==> src/rtl/riscv_mc_pkg.sv <==
// rtl/riscv_mc_pkg.sv - shared encodings for the multicycle RV32I-subset control path
package riscv_mc_pkg;

  typedef enum logic [3:0] {
    FETCH     = 4'd0,
    DECODE    = 4'd1,
    MEM_ADDR  = 4'd2,
    MEM_READ  = 4'd3,
    MEM_WB    = 4'd4,
    MEM_WRITE = 4'd5,
    EXEC_R    = 4'd6,
    EXEC_I    = 4'd7,
    ALU_WB    = 4'd8,
    BRANCH    = 4'd9,
    PC_INC    = 4'd10,
    HALT      = 4'd11
  } state_t;

  localparam logic [6:0] OP_LOAD   = 7'b0000011;
  localparam logic [6:0] OP_STORE  = 7'b0100011;
  localparam logic [6:0] OP_R      = 7'b0110011;
  localparam logic [6:0] OP_I      = 7'b0010011;
  localparam logic [6:0] OP_BRANCH = 7'b1100011;

  localparam logic [1:0] SRCB_B   = 2'b00;
  localparam logic [1:0] SRCB_4   = 2'b01;
  localparam logic [1:0] SRCB_IMM = 2'b10;

  localparam logic [3:0] ALU_AND = 4'b0000;
  localparam logic [3:0] ALU_OR  = 4'b0001;
  localparam logic [3:0] ALU_ADD = 4'b0010;
  localparam logic [3:0] ALU_SUB = 4'b0110;

  localparam logic [1:0] ALUOP_ADD = 2'b00;
  localparam logic [1:0] ALUOP_SUB = 2'b01;
  localparam logic [1:0] ALUOP_R   = 2'b10;
  localparam logic [1:0] ALUOP_I   = 2'b11;

endpackage

==> src/rtl/alu_control.sv <==
// rtl/alu_control.sv - combinational aluop/funct decode to ALU operation and funct legality
module alu_control
  import riscv_mc_pkg::*;
(
  input  logic [1:0] aluop,
  input  logic [2:0] funct3,
  input  logic       funct7b5,
  output logic [3:0] alu_control,
  output logic       func_illegal
);

  always_comb begin
    alu_control  = ALU_ADD;
    func_illegal = 1'b0;
    case (aluop)
      ALUOP_SUB: alu_control = ALU_SUB;
      ALUOP_R: begin
        case ({funct7b5, funct3})
          4'b0000: alu_control = ALU_ADD;
          4'b1000: alu_control = ALU_SUB;
          4'b0111: alu_control = ALU_AND;
          4'b0110: alu_control = ALU_OR;
          default: func_illegal = 1'b1;
        endcase
      end
      // funct7 bit 5 is an immediate bit for I-type, so it is ignored here
      ALUOP_I: begin
        case (funct3)
          3'b000:  alu_control = ALU_ADD;
          3'b111:  alu_control = ALU_AND;
          3'b110:  alu_control = ALU_OR;
          default: func_illegal = 1'b1;
        endcase
      end
      default: alu_control = ALU_ADD;
    endcase
  end

endmodule

==> src/rtl/multicycle_control.sv <==
// rtl/multicycle_control.sv - main multicycle control FSM; CTRL_ILLEGAL_HALT_EN selects halt-on-illegal
module multicycle_control
  import riscv_mc_pkg::*;
#(
  parameter int INST_W = 32,
  parameter int ALUC_W = 4
) (
  input  logic              clk,
  input  logic              reset,
  input  logic [INST_W-1:0] inst,
  input  logic              zero,
  output logic              PCWrite,
  output logic              IorD,
  output logic              memRead,
  output logic              memWrite,
  output logic              IRWrite,
  output logic              MemtoReg,
  output logic              PCSource,
  output logic              ALUSrcA,
  output logic [1:0]        ALUSrcB,
  output logic              regWrite,
  output logic [ALUC_W-1:0] ALUControl,
  output logic [3:0]        state,
  output logic              illegal
);

`ifdef CTRL_ILLEGAL_HALT_EN
  localparam state_t ILL_NEXT = HALT;
`else
  localparam state_t ILL_NEXT = PC_INC;
`endif

  state_t     cur, nxt;
  logic [1:0] aluop;
  logic [3:0] aluc;
  logic       exec_func_unused;
  logic [6:0] opcode;
  logic [2:0] funct3;
  logic       funct7b5;
  logic [1:0] dec_aluop;
  logic [3:0] dec_aluc_unused;
  logic       dec_func_ill;
  logic       inst_bits_unused;

  assign opcode           = inst[6:0];
  assign funct3           = inst[14:12];
  assign funct7b5         = inst[30];
  assign inst_bits_unused = ^{inst[INST_W-1:31], inst[29:15], inst[11:7]};

  alu_control u_alu_control (
    .aluop        (aluop),
    .funct3       (funct3),
    .funct7b5     (funct7b5),
    .alu_control  (aluc),
    .func_illegal (exec_func_unused)
  );

  // Second decoder checks funct legality up front so EXEC states never see a bad funct
  assign dec_aluop = (opcode == OP_R) ? ALUOP_R : ALUOP_I;

  alu_control u_dec_check (
    .aluop        (dec_aluop),
    .funct3       (funct3),
    .funct7b5     (funct7b5),
    .alu_control  (dec_aluc_unused),
    .func_illegal (dec_func_ill)
  );

  always_ff @(posedge clk or posedge reset) begin
    if (reset) cur <= FETCH;
    else       cur <= nxt;
  end

  always_comb begin
    nxt      = cur;
    PCWrite  = 1'b0;
    IorD     = 1'b0;
    memRead  = 1'b0;
    memWrite = 1'b0;
    IRWrite  = 1'b0;
    MemtoReg = 1'b0;
    PCSource = 1'b0;
    ALUSrcA  = 1'b0;
    ALUSrcB  = SRCB_B;
    regWrite = 1'b0;
    aluop    = ALUOP_ADD;
    case (cur)
      FETCH: begin
        memRead = 1'b1;
        IRWrite = 1'b1;
        nxt     = DECODE;
      end
      DECODE: begin
        ALUSrcB = SRCB_IMM;
        case (opcode)
          OP_LOAD, OP_STORE: nxt = MEM_ADDR;
          OP_R:              nxt = dec_func_ill ? ILL_NEXT : EXEC_R;
          OP_I:              nxt = dec_func_ill ? ILL_NEXT : EXEC_I;
          OP_BRANCH:         nxt = (funct3 == 3'b000) ? BRANCH : ILL_NEXT;
          default:           nxt = ILL_NEXT;
        endcase
      end
      MEM_ADDR: begin
        ALUSrcA = 1'b1;
        ALUSrcB = SRCB_IMM;
        nxt     = (opcode == OP_LOAD) ? MEM_READ : MEM_WRITE;
      end
      MEM_READ: begin
        memRead = 1'b1;
        IorD    = 1'b1;
        nxt     = MEM_WB;
      end
      MEM_WB: begin
        regWrite = 1'b1;
        MemtoReg = 1'b1;
        ALUSrcB  = SRCB_4;
        PCWrite  = 1'b1;
        nxt      = FETCH;
      end
      MEM_WRITE: begin
        memWrite = 1'b1;
        IorD     = 1'b1;
        ALUSrcB  = SRCB_4;
        PCWrite  = 1'b1;
        nxt      = FETCH;
      end
      EXEC_R: begin
        ALUSrcA = 1'b1;
        aluop   = ALUOP_R;
        nxt     = ALU_WB;
      end
      EXEC_I: begin
        ALUSrcA = 1'b1;
        ALUSrcB = SRCB_IMM;
        aluop   = ALUOP_I;
        nxt     = ALU_WB;
      end
      ALU_WB: begin
        regWrite = 1'b1;
        ALUSrcB  = SRCB_4;
        PCWrite  = 1'b1;
        nxt      = FETCH;
      end
      // Taken branch loads the DECODE-computed target held in ALUOut
      BRANCH: begin
        ALUSrcA  = 1'b1;
        aluop    = ALUOP_SUB;
        PCWrite  = zero;
        PCSource = zero;
        nxt      = zero ? FETCH : PC_INC;
      end
      PC_INC: begin
        ALUSrcB = SRCB_4;
        PCWrite = 1'b1;
        nxt     = FETCH;
      end
      HALT:    nxt = HALT;
      default: nxt = FETCH;
    endcase
    if (reset) begin
      PCWrite  = 1'b0;
      IorD     = 1'b0;
      memRead  = 1'b0;
      memWrite = 1'b0;
      IRWrite  = 1'b0;
      MemtoReg = 1'b0;
      PCSource = 1'b0;
      ALUSrcA  = 1'b0;
      ALUSrcB  = SRCB_B;
      regWrite = 1'b0;
      aluop    = ALUOP_ADD;
    end
  end

  assign ALUControl = ALUC_W'(aluc);
  assign state      = cur;

`ifdef CTRL_ILLEGAL_HALT_EN
  logic ill_q;
  always_ff @(posedge clk or posedge reset) begin
    if (reset)              ill_q <= 1'b0;
    else if (nxt == HALT)   ill_q <= 1'b1;
  end
  assign illegal = ill_q;
`else
  assign illegal = 1'b0;
`endif

endmodule

==> config.mk <==
export PLATFORM = sky130hd
export DESIGN_NAME = multicycle_control
export DESIGN_NICKNAME = d
export VERILOG_FILES = /design/src/rtl/riscv_mc_pkg.sv /design/src/rtl/alu_control.sv /design/src/rtl/multicycle_control.sv
export SDC_FILE = /design/constraint.sdc
export NUM_CORES = 1
export LEC_CHECK = 0
export ABC_AREA = 1
export CORE_ASPECT_RATIO = 0.8
export CORE_MARGIN = 1.5
export CORE_UTILIZATION = 33
export DETAILED_ROUTE_END_ITERATION = 10
export PLACE_DENSITY = 0.95
export SLEW_MARGIN = 40
export SYNTH_ARGS = -nofsm -noshare
export SYNTH_HDL_FRONTEND = slang
export SYNTH_SLANG_ARGS = --single-unit
==> constraint.sdc <==
create_clock -name clk -period 1.6 [get_ports clk]
set_input_delay 0.16 -clock clk [delete_from_list [all_inputs] [get_ports clk]]
set_output_delay 0.16 -clock clk [all_outputs]
set_load 0.02 [all_outputs]
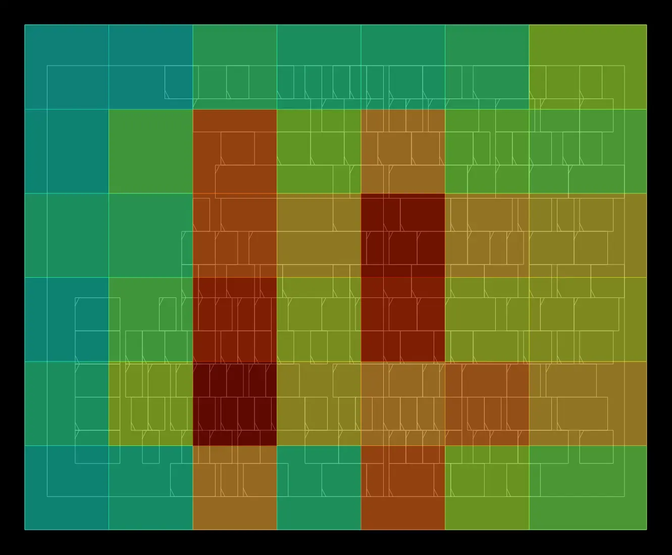
**Above:** track usage over the die.
met3 Resource Use GR: 1.439%
GRT Util Overall: 20.84%
wire length per cell: 11.28 um
fraction of met1 tracks used by global routing: 23.78%
Layout Utilization: 69.75%

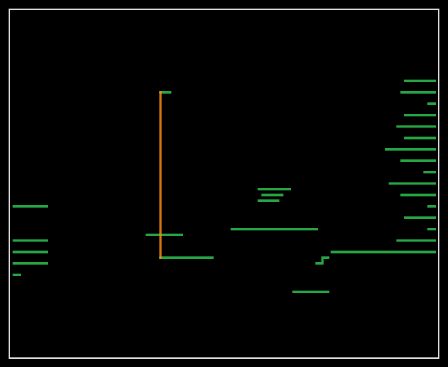
**Above:** routed metal, one colour a layer.
Two of the layers only.
| layer | colour | wire length |
|---|---|---|
| metal 3 | green | 114 um |
| metal 4 | orange | 19.7 um |
Via Count: 923
total wire length after detailed routing: 2188 um

per-layer routing:
metal | share of wire [%] | wire [um]
met1 | 45 | 984
met2 | 49 | 1070
met3 | 5.2 | 113
met4 | 0.87 | 19
met5 | 0 | 0
worst min-delay path by stage:
stage	start	endpoint	slack, ns	cells after the start
global route	reset	state[2]	0.53	4
global placement	state[0]	state[0]	0.62	3
detailed placement	state[0]	state[0]	0.65	3
floorplan	reset	state[0]	0.13	2
CTS	reset	state[3]	0.47	4
finish	reset	state[3]	0.49	4
power by group:
group	switching (mW)	leakage, nW	internal, mW
clock	0.0484	0.0138	0.0844
combinational	0.621	0.586	0.524
sequential	0.0679	0.0472	0.148
synth_stat cells:
library cell	n	area (um2)
sky130_fd_sc_hd__o22ai_1	2	12.51
sky130_fd_sc_hd__nor2_4	1	11.26
sky130_fd_sc_hd__inv_1	22	82.58
sky130_fd_sc_hd__dfrtp_1	4	100.1
sky130_fd_sc_hd__a31oi_1	2	12.51
sky130_fd_sc_hd__inv_2	2	7.510
sky130_fd_sc_hd__nand2_1	27	101.4
sky130_fd_sc_hd__nand2_4	1	11.26
sky130_fd_sc_hd__conb_1	1	3.750
sky130_fd_sc_hd__o211ai_1	1	7.510
sky130_fd_sc_hd__nand3_1	9	45.04
sky130_fd_sc_hd__nor3_1	1	5.000
sky130_fd_sc_hd__nand4_1	3	18.77
sky130_fd_sc_hd__nand2_2	2	12.51
sky130_fd_sc_hd__o21ai_0	2	10.01
sky130_fd_sc_hd__a21oi_1	7	35.03
sky130_fd_sc_hd__buf_4	2	15.01
sky130_fd_sc_hd__o21ai_1	1	5.000
sky130_fd_sc_hd__nor2_1	21	78.83
sky130_fd_sc_hd__nor2_2	3	18.77
sky130_fd_sc_hd__buf_2	1	5.000
sky130_fd_sc_hd__nand3_2	1	10.01
per-stage QoR:
stage	cell area, um2	util [%]	total power, mW
6_report	1169	69.75	1.494
5_1_grt	1169	69.75	1.596
4_1_cts	1107	66.09	1.356
3_5_place_dp	1104	65.87	1.242
3_3_place_gp	1104	65.87	1.208
2_1_floorplan	613.1	-	0.6990
what timing repair did:
action	4_1_cts	5_1_grt
resized	71	22
pin swaps	2	3
endpoints found under the setup margin	15	15
setup buffers	0	1
critical path: stages (launching register included):
cell                      delay (ns)
sky130_fd_sc_hd__dfrtp_2        0.45
sky130_fd_sc_hd__buf_6          0.13
sky130_fd_sc_hd__nand3_4        0.09
sky130_fd_sc_hd__nor2_4         0.15
sky130_fd_sc_hd__nand3_1        0.09
sky130_fd_sc_hd__nand2_1        0.08
sky130_fd_sc_hd__inv_2          0.05
sky130_fd_sc_hd__nor2_2         0.09
sky130_fd_sc_hd__buf_6          0.12
logic make-up (layout without fill, tap and decap cells):
| kind of cell | count (synthesis) | after routing | share of synthesized area (%) |
|---|---|---|---|
| DFF | 4 | 4 | 16.43 |
| other | 1 | 2 | 0.6154 |
| and+or+nand+nor | 69 | 69 | 51.33 |
| AOI/OAI and AO/OA | 15 | 15 | 13.55 |
| buffers and inverters | 27 | 82 | 18.07 |
==> PnR_summary.wiki <==
== Metrics ==
{| class="wikitable"
! Metric !! Value
|-
| Fill cell instance count of the final layout || 131
|-
| Boundary Pins || 55
|-
| Status || finished with violations
|-
| Fraction of final layout cells with drive strength greater than 1 || 37.79%
|-
| GP Congestion || 0.9342
|-
| Flip-flop count of the largest register, all copies and words added || 4
|-
| Finish-stage setup viols || 4
|-
| Final tally of hold violations || 0
|-
| Total clock buffers created by CTS || 3
|-
| Latest clock arrival within the worst-skew pair || 0.25 ns
|-
| Initial antenna violation count || 0
|-
| Initial DRT Pass Iterations || 4
|-
| Peak supply drop || 0.8160 mV
|-
| Met2 GRT Util || 38.44%
|-
| Final cell count without fillers || 194
|-
| Worst setup skew after layout || 0.004556 ns
|-
| Num Clock Sinks || 4
|-
| Floorplan Core Area || 1675 um2
|-
| Placed Cells incl. Taps || 190
|-
| Seq Cell Count || 4
|-
| CLK BUF || 3
|-
| Static leakage || 0.6468 nW
|-
| Worst setup slack after layout || -0.05296 ns
|-
| CP required || 1.44 ns
|-
| Share of synthesized area occupied by flip-flops and latches || 16.43%
|-
| Setup repair after global routing missed its margin || true
|-
| Die x size || 51.04 um
|-
| Number of inserted diodes || 0
|-
| Number of standard cells reported by yosys || 116
|-
| Chip area in the Yosys report || 609.3 um2
|-
| Via-per-instance ratio || 4.758
|-
| Max Root-Sink Buffers || 2
|-
| Internal reg-to-reg setup slack || 0.24 ns
|-
| Busiest metal layer after global routing || met2
|-
| CP Max Fanout || 5
|-
| Non-clock inverter count || 24
|-
| Critical Path Sink Type || output port
|-
| Half-perimeter wire length of the detailed placement result || 1621 um
|-
| Synthesized area per cell || 5.253 um2
|-
| Total number of placement rows || 13
|-
| H-tree depth || 1
|-
| Initial standard-cell utilization of the core || 36.37%
|-
| Top cell excl fill/tap || sky130_fd_sc_hd__buf_4
|-
| Type of the worst setup path || reg2out
|-
| Clock tree from TritonCTS || built
|-
| Clock Root Buffer || sky130_fd_sc_hd__clkbuf_4
|-
| Non-clock buffer count in the final layout || 55
|-
| Pwr dens || 1278 nW/um2
|-
| Failing checks || setup timing
|-
| Seq area share || 8.887%
|-
| Pre-CTS WS || -0.3033 ns
|-
| Top cells excl fill/tap || sky130_fd_sc_hd__buf_4, sky130_fd_sc_hd__nand2_1, sky130_fd_sc_hd__inv_1
|-
| Proportion of cell area occupied by multi-input gates || 39.19%
|-
| Multi-input gate count || 86
|-
| Final TNS setup || -0.1402 ns
|}
Power is estimated from default activity; no workload was simulated.
